--- src/rtl/instr_fetch.sv ---
// rtl/instr_fetch.sv - instruction fetch FSM: fetches a word, holds it for its execution time, halts on HALT_WORD
module instr_fetch #(
  parameter logic [15:0] RESET_PC  = 16'h0000,
  parameter logic [15:0] HALT_WORD = 16'hFFFF
) (
  input  logic        clk,
  input  logic        rst_n,
  input  logic        start,
  input  logic        stall,
  output logic        mem_rd,
  output logic [15:0] mem_addr,
  input  logic        mem_rdy,
  input  logic [15:0] mem_data,
  output logic [15:0] instr,
  output logic        instr_vld,
  output logic [15:0] pc,
  output logic        halted
);

  typedef enum logic [1:0] {IDLE, FETCH, EXEC, HALT} state_t;

  state_t      state_q;
  logic [15:0] pc_q;
  logic [15:0] instr_q;
  logic [3:0]  cnt_q;
  logic        vld_q;
  logic        halted_q;

  // Remaining EXEC cycles after the first: vector load/store run 16 cycles, all else 1.
  function automatic logic [3:0] exec_cnt(input logic [15:0] word);
    return (word[15:12] == 4'b0100 || word[15:12] == 4'b0101) ? 4'd15 : 4'd0;
  endfunction

  always_ff @(posedge clk or negedge rst_n) begin
    if (!rst_n) begin
      state_q  <= IDLE;
      pc_q     <= RESET_PC;
      instr_q  <= 16'h0000;
      cnt_q    <= 4'd0;
      vld_q    <= 1'b0;
      halted_q <= 1'b0;
    end else begin
      case (state_q)
        IDLE: begin
          if (start) state_q <= FETCH;
        end
        FETCH: begin
          if (mem_rdy) begin
            instr_q <= mem_data;
            if (mem_data == HALT_WORD) begin
              halted_q <= 1'b1;
              state_q  <= HALT;
            end else begin
              pc_q    <= pc_q + 16'd1;
              cnt_q   <= exec_cnt(mem_data);
              vld_q   <= 1'b1;
              state_q <= EXEC;
            end
          end
        end
        EXEC: begin
          if (!stall) begin
            if (cnt_q == 4'd0) begin
              vld_q   <= 1'b0;
              state_q <= FETCH;
            end else begin
              cnt_q <= cnt_q - 4'd1;
            end
          end
        end
        HALT: begin
          state_q <= HALT;
        end
        default: state_q <= IDLE;
      endcase
    end
  end

  assign mem_rd    = (state_q == FETCH);
  assign mem_addr  = pc_q;
  assign pc        = pc_q;
  assign instr     = instr_q;
  assign instr_vld = vld_q;
  assign halted    = halted_q;

endmodule

--- config.mk ---
export PLATFORM = sky130hd
export DESIGN_NAME = instr_fetch
export DESIGN_NICKNAME = d
export VERILOG_FILES = /design/src/rtl/instr_fetch.sv
export SDC_FILE = /design/constraint.sdc
export NUM_CORES = 1
export LEC_CHECK = 0
export ABC_AREA = 1
export CORE_MARGIN = 4
export CORE_UTILIZATION = 36
export CTS_BUF_LIST = sky130_fd_sc_hd__clkbuf_8 sky130_fd_sc_hd__clkbuf_16
export CTS_CLUSTER_SIZE = 25
export DETAILED_ROUTE_END_ITERATION = 10
export GPL_ROUTABILITY_DRIVEN = 1
export PLACE_DENSITY = 0.72
export SYNTH_ARGS = -nofsm -noshare
export SYNTH_HDL_FRONTEND = slang
export SYNTH_SLANG_ARGS = --single-unit
--- constraint.sdc ---
create_clock -name clk -period 1.4 [get_ports clk]
set_clock_uncertainty 0.15 [all_clocks]
set_input_delay 0.14 -clock clk [delete_from_list [all_inputs] [get_ports clk]]
set_output_delay 0.14 -clock clk [all_outputs]
set_load 0.05 [all_outputs]
Figure 1. Sequential cells colored by netlist name (run 1).
Other sequential cells in the stronger gray, the rest of the logic in the fainter gray.
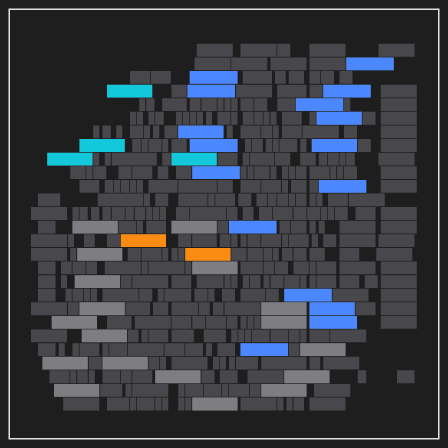
cnt_q: marked cyan, placed flops 4. state_q: marked orange, placed flops 2. mem_addr: marked blue, placed flops 16.
Another 18 sequential cells are not colored.
share of the final layout cell area in sequential cells: 23.3%
reported sequential group power: 2070 uW
Finished Core Util: 76.8%

Figure 2. Signal wires on met2 (run 1).
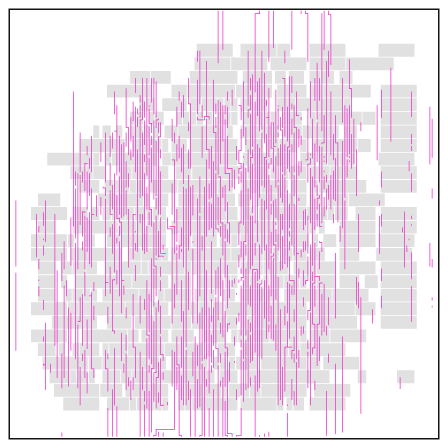
390 nets have wire on it. The wires run mostly vertical.
Via Count: 2,415
met2 global-route usage: 30.1%
Detailed Route WL: 7970 um

==> results.sh, run 1 <==
# flow metrics
export IMPL_least_margin_pin_slew_ns=0.519
export IMPL_synth_compound_gate_area_share_pct=3.93
export IMPL_timing_reg2reg_setup_slack_ns=-0.14
export IMPL_synth_adder_area_share_pct=1.16
export IMPL_outcome="finished with violations"
export IMPL_placementRows=27
export IMPL_crit_path_largest_cell_delay_ns=0.45
export IMPL_path_class="flop to flop"
export IMPL_library_cell_contributing_the_largest_single_delay_on_the_critical_path="dfrtp_1"
export IMPL_clock_latency_ns=0.30
export IMPL_post_synth_mux_area_share_pct=0
export IMPL_combinational_share_of_cell_area_pct=29.7
export IMPL_nets=421
export IMPL_cts_clk_slew_worst_paths_ns=0.08
export IMPL_hold_viol_final=1
export IMPL_ys_flop_type="dfrtp_1"
export IMPL_report_final_slew_viol_count=0
export IMPL_drv_cap=0
export IMPL_fmax_mhz=650
export IMPL_drt_first_pass_iters=4
export IMPL_global_route_peak_usage_layer="met2"
export IMPL_filler_cells_inserted=318
export IMPL_clk_share_pct=2.12
export IMPL_synth_net_count=306
export IMPL_top_cell="nand2_1"
export IMPL_initial_utilization_pct=38.2
export IMPL_wire_length_of_the_first_global_routing_pass_um=9960
export IMPL_hold_ws_ns=-0.0205
export IMPL_setup_viol_count_final=43
export IMPL_top_area_cell_class="buffers"
export IMPL_cts_tree="done"
export IMPL_grt_antenna_before_repair=0
export IMPL_total_congestion_overflow=0
export IMPL_met3_routed_wl_um=406
export IMPL_final_signal_buffer_count=127
export IMPL_top_layer="met4"
export IMPL_die_area_um2=7320
export IMPL_postLayoutSetupSlackWorst_ns=-0.138
export IMPL_ctsLongestPathBuffers=2
export IMPL_crit_path_cell_trace="nor2_4, inv_2, nor2_8, buf_6, inv_8, buf_8, nand2_2, nand2_1"
export IMPL_worst_setup_path_end_kind="flop"
export IMPL_final_common_cell="nand2_1"
export IMPL_holdPathStages=3
export IMPL_tritoncts_num_buffers=5
export IMPL_ctsRootBufferMaster="clkbuf_8"
export IMPL_synth_chip_area_um2=2170
export IMPL_maximum_number_of_pins_on_one_net_before_global_route_repair=24
export IMPL_layout_area_overhead_vs_synth_pct=101
export IMPL_critical_path_peak_fanout=8
export IMPL_timing_critical_path_arrival_ns=1.57
export IMPL_register_area_um2=1020
export IMPL_yosys_top_cells_area="dfrtp_1 (46%), nand2_1 (23%), buf_4 (5.9%)"
export IMPL_synth_cells=283
export IMPL_maxSlewHeadroom_pct=65.4
export IMPL_worstPathRequired_ns=1.44
export IMPL_timing_rr_start="state_q[1]$_DFFE_PN0P_"
export IMPL_final_clkbuf_count=6
export IMPL_worst_ir_drop_on_vdd_uv=1520
export IMPL_topCombFamilyByArea="simple AND/OR/NAND/NOR gates"
export IMPL_worst_setup_path_startpoint="state_q[1]$_DFFE_PN0P_"
export IMPL_failed_checks="negative hold slack, negative setup slack"
export IMPL_horiz_die_dim_um=85.6
export IMPL_seq_cell_count=40
export IMPL_hp_class="input port to flop"
export IMPL_startpoint_type="flop"
export IMPL_comb_multi_input_count=203
export IMPL_holdPathEnd="instr[5]$_DFFE_PN0P_"
export IMPL_leading_post_synthesis_cells_by_instance_count="nand2_1 (133), dfrtp_1 (40), nor2_1 (22)"
export IMPL_pwr_density_cell_nw_per_um2=1970
export IMPL_globalplace_congestion=0.838
export IMPL_dpl_cell_count=443
export IMPL_yosys_area_top_type_share_pct=46.2
export IMPL_dieHeight_um=85.6
export IMPL_yosysWarnings=0
export IMPL_antenna_cells_inserted=1
export IMPL_timing_reg2reg_worst_path_depth=8
Figure 3. Metal 1 (run 1).
Supply wires on this layer in gray.
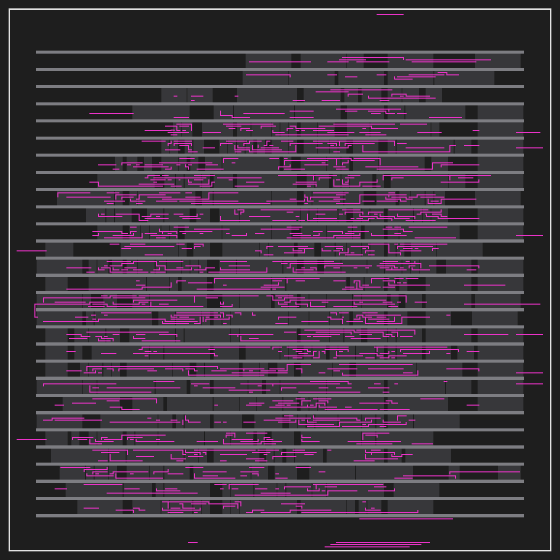
The wires run mostly horizontal. The longest straight run is 20.7 um. 373 nets have wire on it. The layer holds 36% of the routed length.
met1 track utilization from global routing: 19.3%

## run 1: what timing repair did
| item | in CTS | in global routing |
|---|---|---|
| pin swaps | 12 | 37 |
| hold buffers | 1 | 4 |
| buffers inserted | 2 | 10 |
| resized | 26 | 111 |
| setup endpoints to repair | 31 | 42 |
| cloned | 0 | 3 |
| hold endpoints to repair | 21 | 4 |
## run 1: power breakdown
| group | total, uW | internal [uW] | switching, uW |
|---|---|---|---|
| logic | 5710 | 2670 | 3040 |
| clock network | 830 | 394 | 436 |
| registers | 2070 | 1540 | 525 |
## run 1: worst max-delay path, delay by kind of cell (launching register included)
family	cells	cell delay, ns
flip-flops	1	0.45
AND/OR/NAND/NOR	4	0.43
buffers and inverters	4	0.40
Figure 4. I/O nets highlighted (run 1).
Scale bar: 20 um.
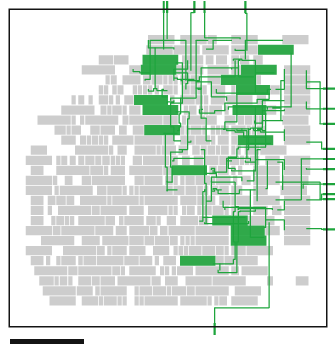

==> run 2, diff against run 1 <==
--- a/config.mk
+++ b/config.mk
@@ -5,14 +5,14 @@
 export SDC_FILE = /design/constraint.sdc
 export NUM_CORES = 1
 export LEC_CHECK = 0
-export ABC_AREA = 1
 export CORE_MARGIN = 4
 export CORE_UTILIZATION = 36
 export CTS_BUF_LIST = sky130_fd_sc_hd__clkbuf_8 sky130_fd_sc_hd__clkbuf_16
 export CTS_CLUSTER_SIZE = 25
 export DETAILED_ROUTE_END_ITERATION = 10
 export GPL_ROUTABILITY_DRIVEN = 1
-export PLACE_DENSITY = 0.72
+export MAX_ROUTING_LAYER = met4
+export PLACE_DENSITY = 0.73
 export SYNTH_ARGS = -nofsm -noshare
 export SYNTH_HDL_FRONTEND = slang
 export SYNTH_SLANG_ARGS = --single-unit
Figure 5. I/O nets highlighted (run 2).
Scale bar: 20 um.
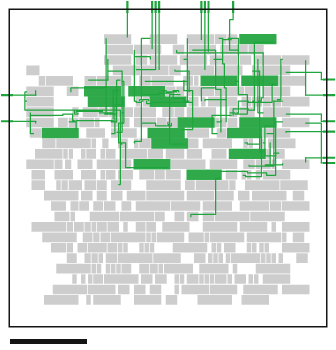
pc: marked green, bits 16, direction output, edge 8 top, 6 right, 2 left, end cells 16, buffers 31, wire 963 um.
number of port buffers: 71
number of I/O pins: 72

Figure 6. Track usage over the die (run 2).
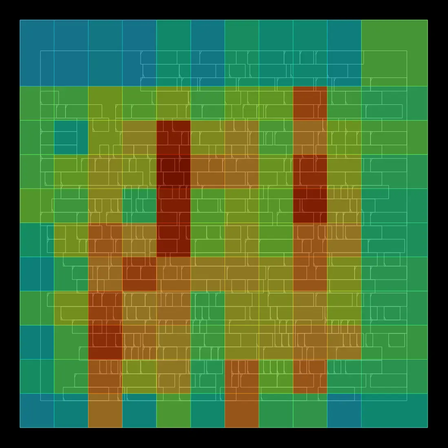
Finished Core Util: 76.8%
met3 global-route usage: 4.23%
wire length per cell: 15.2 um
met2 global-route usage: 34.4%
GRT Total Usage: 19.2%

Figure 7. Sequential cells colored by netlist name (run 2).
Other sequential cells in the stronger gray, the rest of the logic in the fainter gray.
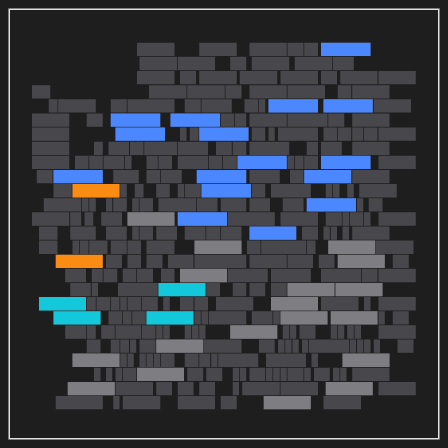
state_q: marked orange, placed flops 2. mem_addr: marked blue, placed flops 16. cnt_q: marked cyan, placed flops 4.
reported sequential group power: 1890 uW
register area: 1020 um2
share of the final layout cell area in sequential cells: 25.3%

==> results.sh, run 2 <==
# flow metrics
export IMPL_timing_critical_path_depth=6
export IMPL_total_switching_power_uw=2850
export IMPL_horiz_die_dim_um=82.4
export IMPL_worst_setup_path_end_kind="flop"
export IMPL_yosysWarnings=0
export IMPL_timing_critical_path_max_delay_family="simple AND/OR/NAND/NOR gates"
export IMPL_ctsLongestPathBuffers=2
export IMPL_globalplace_congestion=0.793
export IMPL_maxSlewHeadroom_pct=75.6
export IMPL_filler_cells_inserted=331
export IMPL_yosys_top_cells_area="dfrtp_1 (50%), nand2_1 (11%), buf_4 (6.4%)"
export IMPL_combinationalPower_uw=4070
export IMPL_ys_flop_type="dfrtp_1"
export IMPL_leading_post_synthesis_cells_by_instance_count="nand2_1 (56), dfrtp_1 (40), buf_4 (17)"
export IMPL_synth_cells=203
export IMPL_initial_utilization_pct=38.0
export IMPL_cts_tree="done"
export IMPL_library_cell_contributing_the_largest_single_delay_on_the_critical_path="or3b_4"
export IMPL_nets=341
export IMPL_routed_wirelength_um=5900
export IMPL_maximum_number_of_pins_on_one_net_before_global_route_repair=41
export IMPL_top_layer="met4"
export IMPL_timing_reg2reg_setup_slack_ns=-0.40
export IMPL_antenna_cells_inserted=0
export IMPL_numSynthFlops=40
export IMPL_routed_via_count=1866
export IMPL_comb_multi_input_count=132
export IMPL_drive_gt1_share_pct=52.4
export IMPL_worst_ir_drop_on_vdd_uv=1360
export IMPL_top_area_cell_class="buffers"
export IMPL_crit_path_cell_trace="inv_2, ha_4, or3b_4, a31oi_4, a21oi_2, mux2_2"
export IMPL_post_synth_mux_area_share_pct=1.70
export IMPL_ctsRootBufferMaster="clkbuf_8"
export IMPL_detail_route_antenna_nets=0
export IMPL_final_signal_buffer_count=128
export IMPL_drt_first_pass_iters=4
export IMPL_drv_cap=0
export IMPL_fmax_mhz=557
export IMPL_dieHeight_um=82.4
export IMPL_final_clkbuf_count=5
export IMPL_power_share_clock_pct=11.1
export IMPL_tritoncts_num_buffers=5
export IMPL_worstPathBufferInverterCount=1
export IMPL_sequential_power_share_pct=28.2
export IMPL_internal_power_consumption_uw=3860
export IMPL_yosys_area_top_type_share_pct=50.3
export IMPL_largestPowerGroup="combinational cells"
export IMPL_met3_routed_wl_um=333
export IMPL_outcome="finished with violations"
export IMPL_postLayoutSetupSlackWorst_ns=-0.396
export IMPL_timing_reg2reg_worst_path_depth=6
export IMPL_topCombFamilyByArea="simple AND/OR/NAND/NOR gates"
export IMPL_pwr_density_cell_nw_per_um2=1670
export IMPL_path_class="flop to flop"
export IMPL_synth_chip_area_um2=1990
export IMPL_p_clk_uw=745
export IMPL_hold_viol_final=0
export IMPL_placementRows=26
export IMPL_clock_latency_ns=0.30
export IMPL_holdPathStages=3
export IMPL_worst_setup_path_startpoint="cnt_q[1]$_DFFE_PN0P_"
export IMPL_combinational_share_of_cell_area_pct=26.6
export IMPL_timing_critical_path_arrival_ns=1.82
export IMPL_share_comb_of_total_power_pct=60.7
export IMPL_cts_clk_slew_worst_paths_ns=0.07
export IMPL_power_switching_fraction_pct=42.5
export IMPL_hold_path_startpoint="mem_data[12]"
export IMPL_crit_path_largest_cell_delay_ns=0.40
export IMPL_dpl_cell_count=366
export IMPL_final_common_cell="nand2_1"
export IMPL_total_congestion_overflow=0
export IMPL_timing_rr_start="cnt_q[1]$_DFFE_PN0P_"
export IMPL_seq_cell_count=40
export IMPL_startpoint_type="flop"
export IMPL_setup_viol_count_final=24
export IMPL_clk_share_pct=2.11
export IMPL_hold_ws_ns=0.0499
export IMPL_synth_adder_area_share_pct=1.26
export IMPL_report_final_slew_viol_count=0
export IMPL_synth_compound_gate_area_share_pct=6.34
export IMPL_critical_path_peak_fanout=3
export IMPL_hp_class="input port to flop"
export IMPL_wire_length_of_the_first_global_routing_pass_um=9580
export IMPL_failed_checks="negative setup slack"
export IMPL_synth_net_count=226
export IMPL_worstPathRequired_ns=1.43
export IMPL_layout_area_overhead_vs_synth_pct=102
export IMPL_die_area_um2=6790
export IMPL_grt_antenna_before_repair=0
export IMPL_least_margin_pin_slew_ns=0.364
## run 2: how the worst min path moves through the flow
stage / to / slack (ns)
floorplan: cnt_q[0]$_DFFE_PN0P_ / -0.31
global placement: mem_addr[3]$_DFFE_PN0P_ / -0.02
detailed placement: state_q[0]$_DFFE_PN0P_ / -0.02
CTS: instr[12]$_DFFE_PN0P_ / 0.05
global route: instr[12]$_DFFE_PN0P_ / 0.05
finish: instr[12]$_DFFE_PN0P_ / 0.05
## run 2: timing repair
item	4_1_cts	5_1_grt
setup endpoints to repair	24	40
resized	44	7
pin swaps	22	8
setup buffers	8	6
hold buffers	1	0
gates cloned	1	0
hold endpoints to repair	40	0
## run 2: routing by layer
layer,vias to the layer above,track usage (%)
met1,904,21.0
met3,14,4.23
met5,-,-
li1,892,-
met2,56,34.4
met4,0,6.48
No activity file was given, so power comes from the tool's default toggle rates.
